Figure 1. Signal wires on met1 (run 1).
(2 px per micron) Supply wires on this layer in gray.
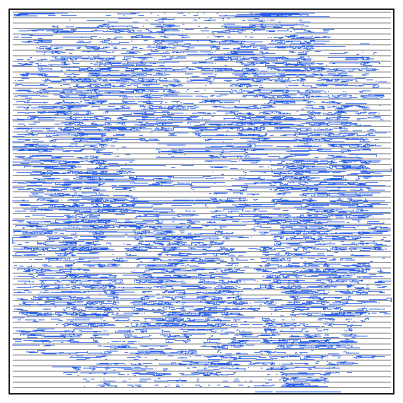
Figure 2. M2 wires (run 1).
(1.5 px per micron)
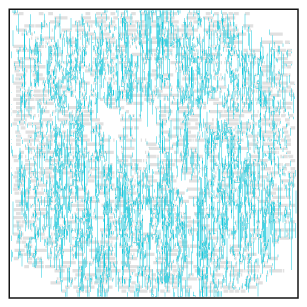
Figure 3. Met3 routing (run 1).
(2 px per micron)
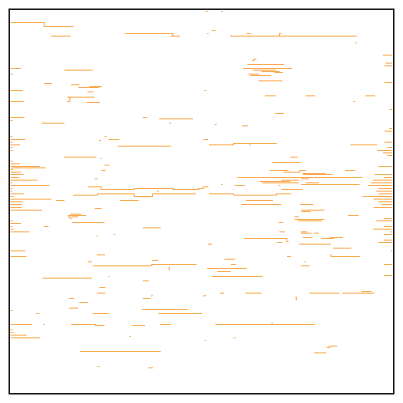
Figure 4. The metal 4 layer (run 1).
(2 px per micron) Supply wires on this layer in gray.
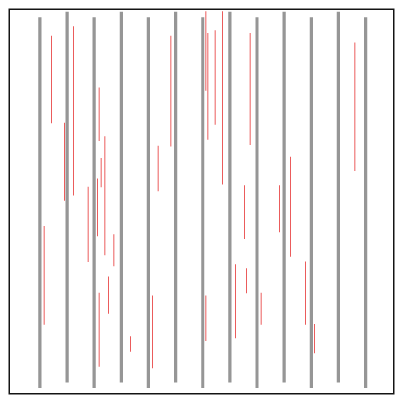
==> src/rtl/freq_meter.sv <==
// rtl/freq_meter.sv - gated per-channel rising-edge counter with latched results
module freq_meter #(
  parameter int CH_NUM    = 4,
  parameter int CNT_NBIT  = 32,
  parameter int GATE_NBIT = 32
) (
  input  logic                       clk,
  input  logic                       rst,
  input  logic                       i_start,
  input  logic [GATE_NBIT-1:0]       i_gate_len,
  input  logic [CH_NUM-1:0]          i_ch_en,
  input  logic [CH_NUM-1:0]          freq_io,
  output logic                       o_busy,
  output logic                       o_done,
  output logic [CH_NUM*CNT_NBIT-1:0] o_cnt,
  output logic [CH_NUM-1:0]          o_ovf
);

  typedef enum logic [1:0] {S_IDLE, S_ARM, S_GATE, S_LATCH} state_t;

  state_t state, state_nxt;

  logic [CH_NUM-1:0]                s1, s2, s3;
  logic [CH_NUM-1:0]                rise;
  logic [GATE_NBIT-1:0]             gate_len_q;
  logic [GATE_NBIT-1:0]             timer;
  logic [CH_NUM-1:0]                en_q;
  logic [CH_NUM-1:0][CNT_NBIT-1:0]  cnt;
  logic [CH_NUM-1:0]                ovf;

  assign rise   = s2 & ~s3;
  assign o_busy = (state != S_IDLE);

  always_comb begin
    state_nxt = state;
    case (state)
      S_IDLE:  if (i_start) state_nxt = S_ARM;
      // A zero-length gate goes straight to LATCH so the result is all zeros.
      S_ARM:   state_nxt = (gate_len_q == '0) ? S_LATCH : S_GATE;
      S_GATE:  if (timer == GATE_NBIT'(1)) state_nxt = S_LATCH;
      S_LATCH: state_nxt = S_IDLE;
      default: state_nxt = S_IDLE;
    endcase
  end

  always_ff @(posedge clk) begin
    if (rst) begin
      state      <= S_IDLE;
      s1         <= '0;
      s2         <= '0;
      s3         <= '0;
      gate_len_q <= '0;
      timer      <= '0;
      en_q       <= '0;
      cnt        <= '0;
      ovf        <= '0;
      o_done     <= 1'b0;
      o_cnt      <= '0;
      o_ovf      <= '0;
    end else begin
      state  <= state_nxt;
      s1     <= freq_io;
      s2     <= s1;
      s3     <= s2;
      o_done <= (state == S_LATCH);
      case (state)
        S_IDLE: begin
          if (i_start) begin
            gate_len_q <= i_gate_len;
            en_q       <= i_ch_en;
          end
        end
        S_ARM: begin
          timer <= gate_len_q;
          cnt   <= '0;
          ovf   <= '0;
        end
        S_GATE: begin
          timer <= timer - GATE_NBIT'(1);
          // Counters saturate at all-ones; an edge arriving there flags overflow.
          for (int n = 0; n < CH_NUM; n++) begin
            if (en_q[n] && rise[n]) begin
              if (cnt[n] == '1) ovf[n] <= 1'b1;
              else              cnt[n] <= cnt[n] + CNT_NBIT'(1);
            end
          end
        end
        S_LATCH: begin
          o_cnt <= cnt;
          o_ovf <= ovf;
        end
        default: ;
      endcase
    end
  end

endmodule

==> config.mk <==
export PLATFORM = sky130hd
export DESIGN_NAME = freq_meter
export DESIGN_NICKNAME = d
export VERILOG_FILES = /design/src/rtl/freq_meter.sv
export SDC_FILE = /design/constraint.sdc
export NUM_CORES = 1
export LEC_CHECK = 0
export ABC_AREA = 1
export CAP_MARGIN = 5
export CORE_UTILIZATION = 47
export DETAILED_ROUTE_END_ITERATION = 12
export PLACE_DENSITY_LB_ADDON = 0.15
export SLEW_MARGIN = 20
export SYNTH_ARGS = -nofsm -noshare
export SYNTH_HDL_FRONTEND = slang
export SYNTH_SLANG_ARGS = --single-unit
==> constraint.sdc <==
create_clock -name clk -period 2.65 [get_ports clk]
set_input_delay 0.265 -clock clk [delete_from_list [all_inputs] [get_ports clk]]
set_output_delay 0.265 -clock clk [all_outputs]
set_load 0.01 [all_outputs]
==> run notes, run 1 <==
Physical implementation.

- Overall routing resource usage recorded by global route was about 25%.
- Dividing the final minimum period by the clock period gives 89.1%.
- The post-detailed-placement cell area is 0.0190 sq mm.
- For this design, the slowest cell found on the critical path is sky130_fd_sc_hd__dfxtp_1.
- The number of distinct standard cells referenced by the synthesized netlist is between 40 and 50.
- Detailed placement finished with a half-perimeter wire length of approximately 31 mm.
- The number of flops mapped to enable cells by yosys is 0.
- In the final design database the tool counted ~2.7k nets.
- For the finished layout, the period the worst path requires is 2.36 ns.
- The capturing instance or port of the critical path is cnt[91].
- The max-slew violation count is 0.
- The power of the clock network is roughly 5.3 mW.
- The placement report lists the number of port buffers as ~180.
- After synthesis, the largest area contributor takes up ~41% of total cell area.
- After synthesis, the most frequently instantiated cells are sky130_fd_sc_hd__nand2_1 (555), sky130_fd_sc_hd__nor2_1 (540), sky130_fd_sc_hd__dfxtp_1 (347).
- The final RePlAce weighted congestion is 0.925.
- The share of the final layout cell area in multi-input gates is 42.0%.
- The clock buffer count from CTS is 38.
- The number of hold buffers added after CTS was 0.
- The number of logged tool warnings is 35.
- The vertical die dimension is 192 microns.
- Counting every instance in the synthesized netlist gives 2562.
- The longest incremental delay of any stage on the critical path is reported as 0.43 ns.
- The layout multi-input combinational cell count is 1855.
- Setup repair after global routing left no endpoint under its margin.
- The sum of routed wire length over all layers is 45.3 mm.
- The combinational-cell power consumption is 7.48 mW.
- STA classifies the critical path endpoint as a flip-flop.
- The post-synthesis cell type with the largest combined area is sky130_fd_sc_hd__dfxtp_1.
- The required time of the worst setup path is 3.12 ns.
- The overflow left after global routing is 0.
- The library cell used most frequently in the layout, excluding fill and tap cells, is sky130_fd_sc_hd__nand2_1.
- The post-cts gate resize count is 0.
- Cells fill around 57% of the core in the end.
- The total power of the final layout is ~19 mW.
- The share of final-layout standard cells stronger than drive strength 1 is approximately 4.8%.
- Entering global routing, the biggest net connects 217 pins.
- Summed over all nets, wire length on met3 after detailed routing comes to around 2 mm.
- The synthesis-to-finish area growth is 20.1%.
- The worst hold path endpoint is ovf[1].
- Leaving out the clock tree, the finished layout contains a buffer count of 202.
- Per the post-synthesis stats, the area per cell is 6.59 sq um.
- Across the run, the number of max-cap violations was 0.
- On the critical path the largest part of the delay comes from buffers and inverters.
- In the floorplan report the effective utilization is 47.6%.
- According to the CTS report, the clock sink count is 347.
- The setup slack at placement is 0.275 ns.
- The die covers 0.0367 sq mm.
- The detail route stage leaves a number of antenna-violating nets equal to 0.
- Looking at hold timing, the worst path starts from rst.
- The final-report setup violation count is 0.
- The category of the most critical setup path is flip-flop to flip-flop.
- Sequential cells make up between 30% and 40% of the cell area.
- The final report gives the standard cell area, fillers excluded, as roughly 0.02 sq mm.
- The chip area from the yosys synthesis statistics is around 0.017 sq mm.
- The most common cell in the synthesized netlist is sky130_fd_sc_hd__nand2_1.
- The share of total power dissipated in sequential elements is 33.7%.
- Internal power comes to 11.7 mW.
- The xor and xnor area share after synthesis is 2.28%.
- Per the Yosys statistics, synthesis produced 2562 cells.
- After layout, the worst setup slack is 0.288 ns.
- The largest share of the power goes to combinational cells.
- Dividing the detail-routed via count by the number of cells gives 5.13.
- The number of synthesis warnings is 0.
- Based on the critical path, the design can be clocked at up to 423 MHz.
- According to the floorplan report, the placeable core area is 0.0355 sq mm.
- The highest ir drop seen on vdd is 655 uV.
- The total nets after synthesis is ~2.6k.
- The flow ran to the end, and the final reports show no timing, DRC or antenna violations.
- Ranked by total cell area, the synthesized netlist is headed by sky130_fd_sc_hd__dfxtp_1 (41%), sky130_fd_sc_hd__nand2_1 (12%), sky130_fd_sc_hd__nor2_1 (12%).
- By instance count after routing, the leading logic cell types are sky130_fd_sc_hd__nand2_1 (554), sky130_fd_sc_hd__nor2_1 (540), sky130_fd_sc_hd__dfxtp_1 (347), sky130_fd_sc_hd__inv_1 (237), sky130_fd_sc_hd__a21oi_1 (233).
- On met2, the global router reports a usage of 40.7%.
- The buffering overhead is 10.1%.
- The dominant register cell in the synthesized netlist is sky130_fd_sc_hd__dfxtp_1.
- The clock root buffer is sky130_fd_sc_hd__clkbuf_16.
- The via count of the first global-routing pass was 15.3k.
- The global-route wire length before repair is 74.1 mm.
- The met1 track demand over resource in global routing is approximately a third.
- The origin of the worst setup path is state[0].
- The H-tree depth is 2.
- Headroom to the max-slew limit came out at approximately a third.
- The power share of the clock group is ~28%.
- Power attributed to sequential cells is between 6 and 7 mW.
- The worst reg-to-reg path cell count is 8.
- On the worst setup and hold paths after CTS, the clock-pin slew comes to 0.06 ns.
- For flop-to-flop paths, the worst setup slack is 0.29 ns.
- The met3 demand-to-capacity share in global routing is 3.45%.
- The post-route clock skew is 0.0173 ns.
- The final-layout fill cell count is 3405.
- 177 I/O pins were placed.
- The flow reports that combinational logic draws about two fifths of the design power.
- The remaining design rule violation count is 0.
## Picture notes: Figure 1
- main direction: horizontal
- longest straight run: 45.5 microns
- wire length on this layer: 21.4 mm

## Picture notes: Figure 2
- share of all routed wire: 46%
- nets with wire on the layer: 2105
- wire length on this layer: 20.8 mm
- longest straight run: 71.4 microns
- main direction: vertical

## Picture notes: Figure 3
- longest straight run: 63.0 microns
- nets with wire on the layer: 170
- main direction: horizontal
- share of all routed wire: 4.4%
- wire length on this layer: 1970 microns

## Picture notes: Figure 4
- nets with wire on the layer: 20
- longest straight run: 86.4 microns
- share of all routed wire: 2.5%
- wire length on this layer: 1150 microns
- main direction: vertical

Figure 5. Placement view (run 1).
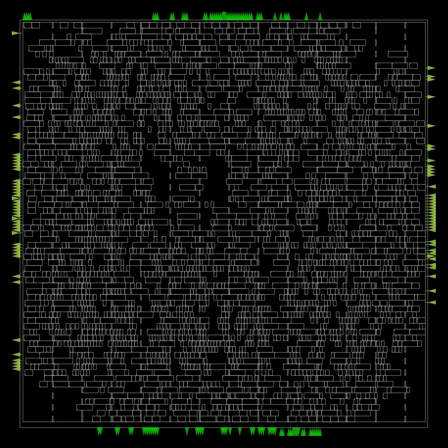

==> inputs of run 2 (changes only) <==
--- a/config.mk
+++ b/config.mk
@@ -9,7 +9,7 @@
 export CAP_MARGIN = 5
 export CORE_UTILIZATION = 47
 export DETAILED_ROUTE_END_ITERATION = 12
-export PLACE_DENSITY_LB_ADDON = 0.15
+export PLACE_DENSITY = 0.68
 export SLEW_MARGIN = 20
 export SYNTH_ARGS = -nofsm -noshare
 export SYNTH_HDL_FRONTEND = slang
Figure 6. Placement view (run 2).
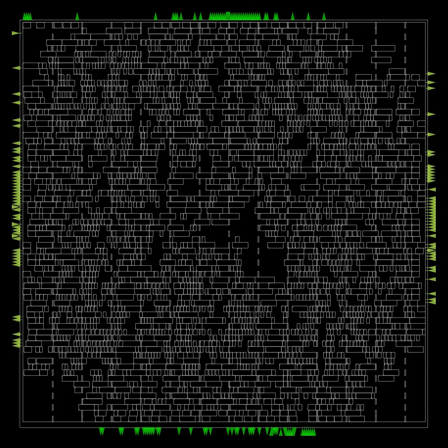
final core utilization: 57.1%
fraction of area in registers: 34.3%
Placement Rows: 69
registers: 347
total number of tap cells: 461

==> run notes, run 2 <==
Physical implementation.

- The met1 track demand over resource in global routing is 32.7%.
- The total nets after synthesis is 2616.
- Subtracting the final worst setup slack from the clock period gives 2.43 ns.
- 1855 cells are multi-input combinational gates.
- The proportion of power drawn by flip-flops and latches is between 30% and 40%.
- After synthesis, the chip area reported by Yosys is 0.0169 sq mm.
- The max-capacitance violation count is 0.
- The placeable core area is 0.0355 sq mm.
- The origin of the worst setup path is state[0].
- The final non-filler cell area is 0.0203 sq mm.
- Wires add up to 45.5 mm.
- The category of the most critical setup path is flip-flop to flip-flop.
- Looking at the post-CTS report, the setup buffer insertion count equals 0.
- The synthesis stat section lists a flop and latch total of 347.
- The number of distinct standard cells referenced by the synthesized netlist is about 42.
- Looking at the critical path, the single cell with the biggest stage delay is sky130_fd_sc_hd__dfxtp_1.
- The reg-to-reg startpoint is state[0].
- The clock root buffer is sky130_fd_sc_hd__clkbuf_16.
- In the layout the commonest cells are sky130_fd_sc_hd__nand2_1 (554), sky130_fd_sc_hd__nor2_1 (540), sky130_fd_sc_hd__dfxtp_1 (347), sky130_fd_sc_hd__inv_1 (237), sky130_fd_sc_hd__a21oi_1 (233).
- The net switching power in the latest report is 7.53 mW.
- The sum of net half-perimeters after detailed placement is 32.0 mm.
- The path with the worst hold slack has its endpoint at cnt[4].
- Yosys mapped a number of flops with a built-in enable equal to 0.
- The leakage component of the power is about 7.8 nW.
- The number of cells in the finished layout apart from fillers is 3184.
- Detailed placement reports a standard cell area of between 0.015 and 0.02 sq mm.
- The Yosys step of the flow raised 0 warnings.
- The global-route wire length before repair is approximately 75 mm.
- Counting the fill cells in the layout gives ~3.4k.
- The largest power group is combinational cells.
- The power density over the cells is 945 mW/mm^2.
- The number of logged tool warnings is 33.
- The worst path meets setup with 0.216 ns of slack.
- In this run the number of cells on the critical path is 9.
- The non-clock buffer total of the final layout is 209.
- From bottom edge to top edge, the die measures 192 microns.
- The average footprint of a synthesized cell is 6.59 sq um.
- The number of input and output port buffers inserted is 176.
- The dominant register cell in the synthesized netlist is sky130_fd_sc_hd__dfxtp_1.
- During I/O placement, the number of pins put on the boundary was ~180.
- Buffers inserted during clock tree synthesis total 37.
- The layout report lists the non-clock buffer share of cell area as 10.2%.
- The run finished with clean final reports.
- The commonest cells after synthesis are sky130_fd_sc_hd__nand2_1 (555), sky130_fd_sc_hd__nor2_1 (540), sky130_fd_sc_hd__dfxtp_1 (347).
- The remaining design rule violation count is 0.
- Per the cell usage report, the commonest logic cell in the layout is sky130_fd_sc_hd__nand2_1.
- The most heavily used metal layer in global routing is met2.
- The capturing instance or port of the critical path is cnt[67].
- The overflow left after global routing is 0.
- The total routing resource utilization after global routing is 24.8%.
- The power dissipated in sequential cells is 6.50 mW.
- At the worst endpoint, the required time is a little over 3 ns.
- The gate count after technology mapping is 2562.
- The slew at the pin closest to its max-slew limit is 0.824 ns.
- The final route contains 16.5k vias.
- The worst min-delay path category is input port to flip-flop.
- The worst setup path is captured at a flip-flop.
- The H-tree depth is 2.
- After clock tree synthesis, the flow added hold-fix buffers numbering 0.
- Setup repair after global routing left no endpoint under its margin.
- The post-synthesis cell type with the largest combined area is sky130_fd_sc_hd__dfxtp_1.
- Clock network power for this build is between 5 and 6 mW.
- The simple logic cell fraction of the synthesized area is 33.3%.
- Per the post-route antenna check, the number of violating nets is 0.
- The setup slack at placement is 0.250 ns.
- The CTS sink count is 347.
- The clock tree buffer count of the final layout is 53.
- The via count of the first global-routing pass is 15.6k.
- For flop-to-flop paths, the worst setup slack is 0.22 ns.
- The leading cell type by number of instances after synthesis is sky130_fd_sc_hd__nand2_1.
- Per STA, the highest per-stage delay on the worst path measures approximately 0.43 ns.
- In the routed layout, each cell is associated on average with a via count of 5.17.
- Once the clock tree was built, the resizer swapped 0 gates to a different size.
- The clock-cell share of area is 6.08%.
- For this run, the final setup violation count is recorded as 0.
- The post-route clock skew is 0.0177 ns.
- The net switching fraction of the power is 39.3%.
- Total power for the finished layout comes to 19.1 mW.
- The final RePlAce weighted congestion is 0.914.
- The flow reports that combinational logic draws 38.5% of the design power.
- Routing resource usage on met2 recorded by global route was 41.4%.
- The critical hold path startpoint is rst.
- The maximum operating frequency is 411 MHz.
- In the CTS report, the clock slew at the register clock pins of the worst setup and hold paths is listed as 0.06 ns.
- After detailed routing, the wire length on met1 is between 20 and 25 mm.
- After layout, the worst path uses roughly nine tenths of the clock period.
- The combinational-cell power consumption is 7.38 mW.
- The area used by sequential logic in the layout is between 0.006 and 0.007 sq mm.
- The number of cells traversed by the worst hold path is 2.
- The amount of wire on met3 after detailed routing is 2.13 mm.
- The cell-internal power is 11.6 mW.
- Measured in cells, the most critical reg-to-reg path has a length of 9.
- Entering global routing, the biggest net connects ~220 pins.
- The post-route netlist has 5.07% of its cells at a drive strength greater than 1.
- The synthesis report lists the most area-consuming cells as sky130_fd_sc_hd__dfxtp_1 (41%), sky130_fd_sc_hd__nand2_1 (12%), sky130_fd_sc_hd__nor2_1 (12%).
- The flow measured a signed area growth from synthesis to layout of 20.0%.
- The highest ir drop seen on vdd is a little under 700 uV.
- The xor and xnor area share after synthesis is 2.28%.
- Per the Yosys statistics, synthesis produced ~2.6k cells.
- The met3 demand-to-capacity share in global routing is 3.58%.
- The initial utilization of the core area, before any placement, comes to 47.6%.
- Counting pins that exceed their max-slew limit in the final report gives 0.
- The worst slew margin relative to its limit is a little under half.
- In this run, the clock network consumes 27.5% of the power.
- The number of nets in the layout is 2750.
- The portion of the post-synthesis area used by sequential elements is slightly above 40%.
- The share of the final layout cell area in multi-input gates is 42.0%.
- The worst reg2reg path endpoint is cnt[67].
- The top cell type's share of synthesized area is 41.2%.
- Among cell families on the critical path, the largest total delay comes from buffers and inverters.
- The largest registers in the layout are cnt x128, o_cnt x128.
- The chip occupies around 0.037 sq mm.
==> inputs of run 3 (changes only) <==
--- a/config.mk
+++ b/config.mk
@@ -8,6 +8,7 @@
 export ABC_AREA = 1
 export CAP_MARGIN = 5
 export CORE_UTILIZATION = 47
+export CTS_CLUSTER_SIZE = 30
 export DETAILED_ROUTE_END_ITERATION = 12
 export PLACE_DENSITY = 0.68
 export SLEW_MARGIN = 20
Figure 7. Placement view (run 3).
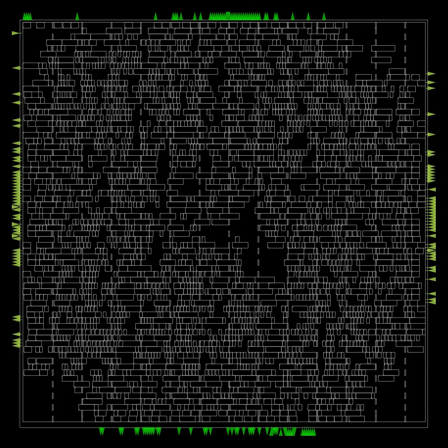
non-filler instance count after layout: 3184
CORE AREA: 0.0355 sq mm
Fill cells: 3408

==> run notes, run 3 <==
Physical implementation.

- The run finished with clean final reports.
- Summed over its instances, the top area cell type makes up between 40% and 50% of the synthesized netlist area.
- According to the I/O placement log, the pin count is 177.
- The gate count after technology mapping is 2562.
- The post-CTS setup buffer count is 0.
- The critical path ends at cnt[67].
- Routing resource usage on met1 recorded by global route was 32.7%.
- Note, the detailed placer reported a final HPWL of 32.0 mm.
- The met3 demand-to-capacity share in global routing is 3.58%.
- The category of the most critical setup path is flip-flop to flip-flop.
- The clock-cell share of area is just over 6%.
- The minimum clock period after layout is between 2 and 2.5 ns.
- The vertical die dimension is approximately 190 microns.
- The post-route clock skew is roughly 0.018 ns.
- The setup slack after layout is 0.216 ns.
- The sum of routed wire length over all layers is 45.5 mm.
- STA classifies the critical path endpoint as a flip-flop.
- After global routing, the most crowded layer is met2.
- Per the cell usage report, the commonest logic cells after layout are sky130_fd_sc_hd__nand2_1 (554), sky130_fd_sc_hd__nor2_1 (540), sky130_fd_sc_hd__dfxtp_1 (347), sky130_fd_sc_hd__inv_1 (237), sky130_fd_sc_hd__a21oi_1 (233).
- The via count of the first global-routing pass came to ~16k.
- The plain and repair buffers instantiated in the layout total 209.
- The slowest cell on the critical path is sky130_fd_sc_hd__dfxtp_1.
- The worst slew margin relative to its limit is 45.1%.
- Summed over all combinational cells, the power is 7.38 mW.
- The net switching power is 7.53 mW.
- The report gives the cell count of the worst hold path as 2.
- The buffering overhead is 10.2%.
- The synthesized netlist was found by Yosys to have 2562 cells.
- Summing all placed instances gives a cell area of 0.0190 sq mm.
- After clock tree synthesis, the repair step resized 0 gates.
- The leakage component of the power is 7.78 nW.
- Ranked by total cell area, the synthesized netlist is headed by sky130_fd_sc_hd__dfxtp_1 (41%), sky130_fd_sc_hd__nand2_1 (12%), sky130_fd_sc_hd__nor2_1 (12%).
- Per the timing report, the achievable frequency comes out to 411 MHz.
- In the final layout, the clock buffer count is between 50 and 60.
- The tap cell count is 461.
- Sorting the synthesis cell report by count puts at the top sky130_fd_sc_hd__nand2_1.
- The cell family contributing the most delay on the critical path is buffers and inverters.
- The CTS sink count is 347.
- The total routing resource utilization after global routing is 24.8%.
- The power share of the clock group is between 20% and 30%.
- The design has 347 sequential cells.
- The area recorded from the Yosys report for this design is 0.0169 sq mm.
- In the global route stage, met2 resource usage came out at 41.4%.
- Of the total standard cell area in the layout, the sequential portion is 34.3%.
- The xor and xnor area share after synthesis is roughly 2.3%.
- The area used by sequential logic in the layout is 0.00695 sq mm.
- Before CTS, the worst setup slack after placement is 0.250 ns.
- For reference, the final report shows the max-slew violation count at 0.
- By count the netlist is led by sky130_fd_sc_hd__nand2_1 (555), sky130_fd_sc_hd__nor2_1 (540), sky130_fd_sc_hd__dfxtp_1 (347).
- The tool warning count for the run is 33.
- The power report attributes to the combinational group a share of 38.5%.
- The dominant logic cell type in the layout is sky130_fd_sc_hd__nand2_1.
- Entering global routing, the biggest net connects 217 pins.
- The synthesis stat section lists a flop and latch total of 347.
- The power of the clock network is 5.27 mW.
- The post-layout period usage of the worst path is 91.8%.
- The highest ir drop seen on vdd is 692 uV.
- The amount of wire on met3 after detailed routing is 2.13 mm.
- Counting buffers and inverters, the worst setup path is 9 cells deep.
- Note that the worst hold path type here is input port to flip-flop.
- The origin of the worst setup path is state[0].
- The total nets after synthesis is 2616.
Power and IR drop assume default switching activity.
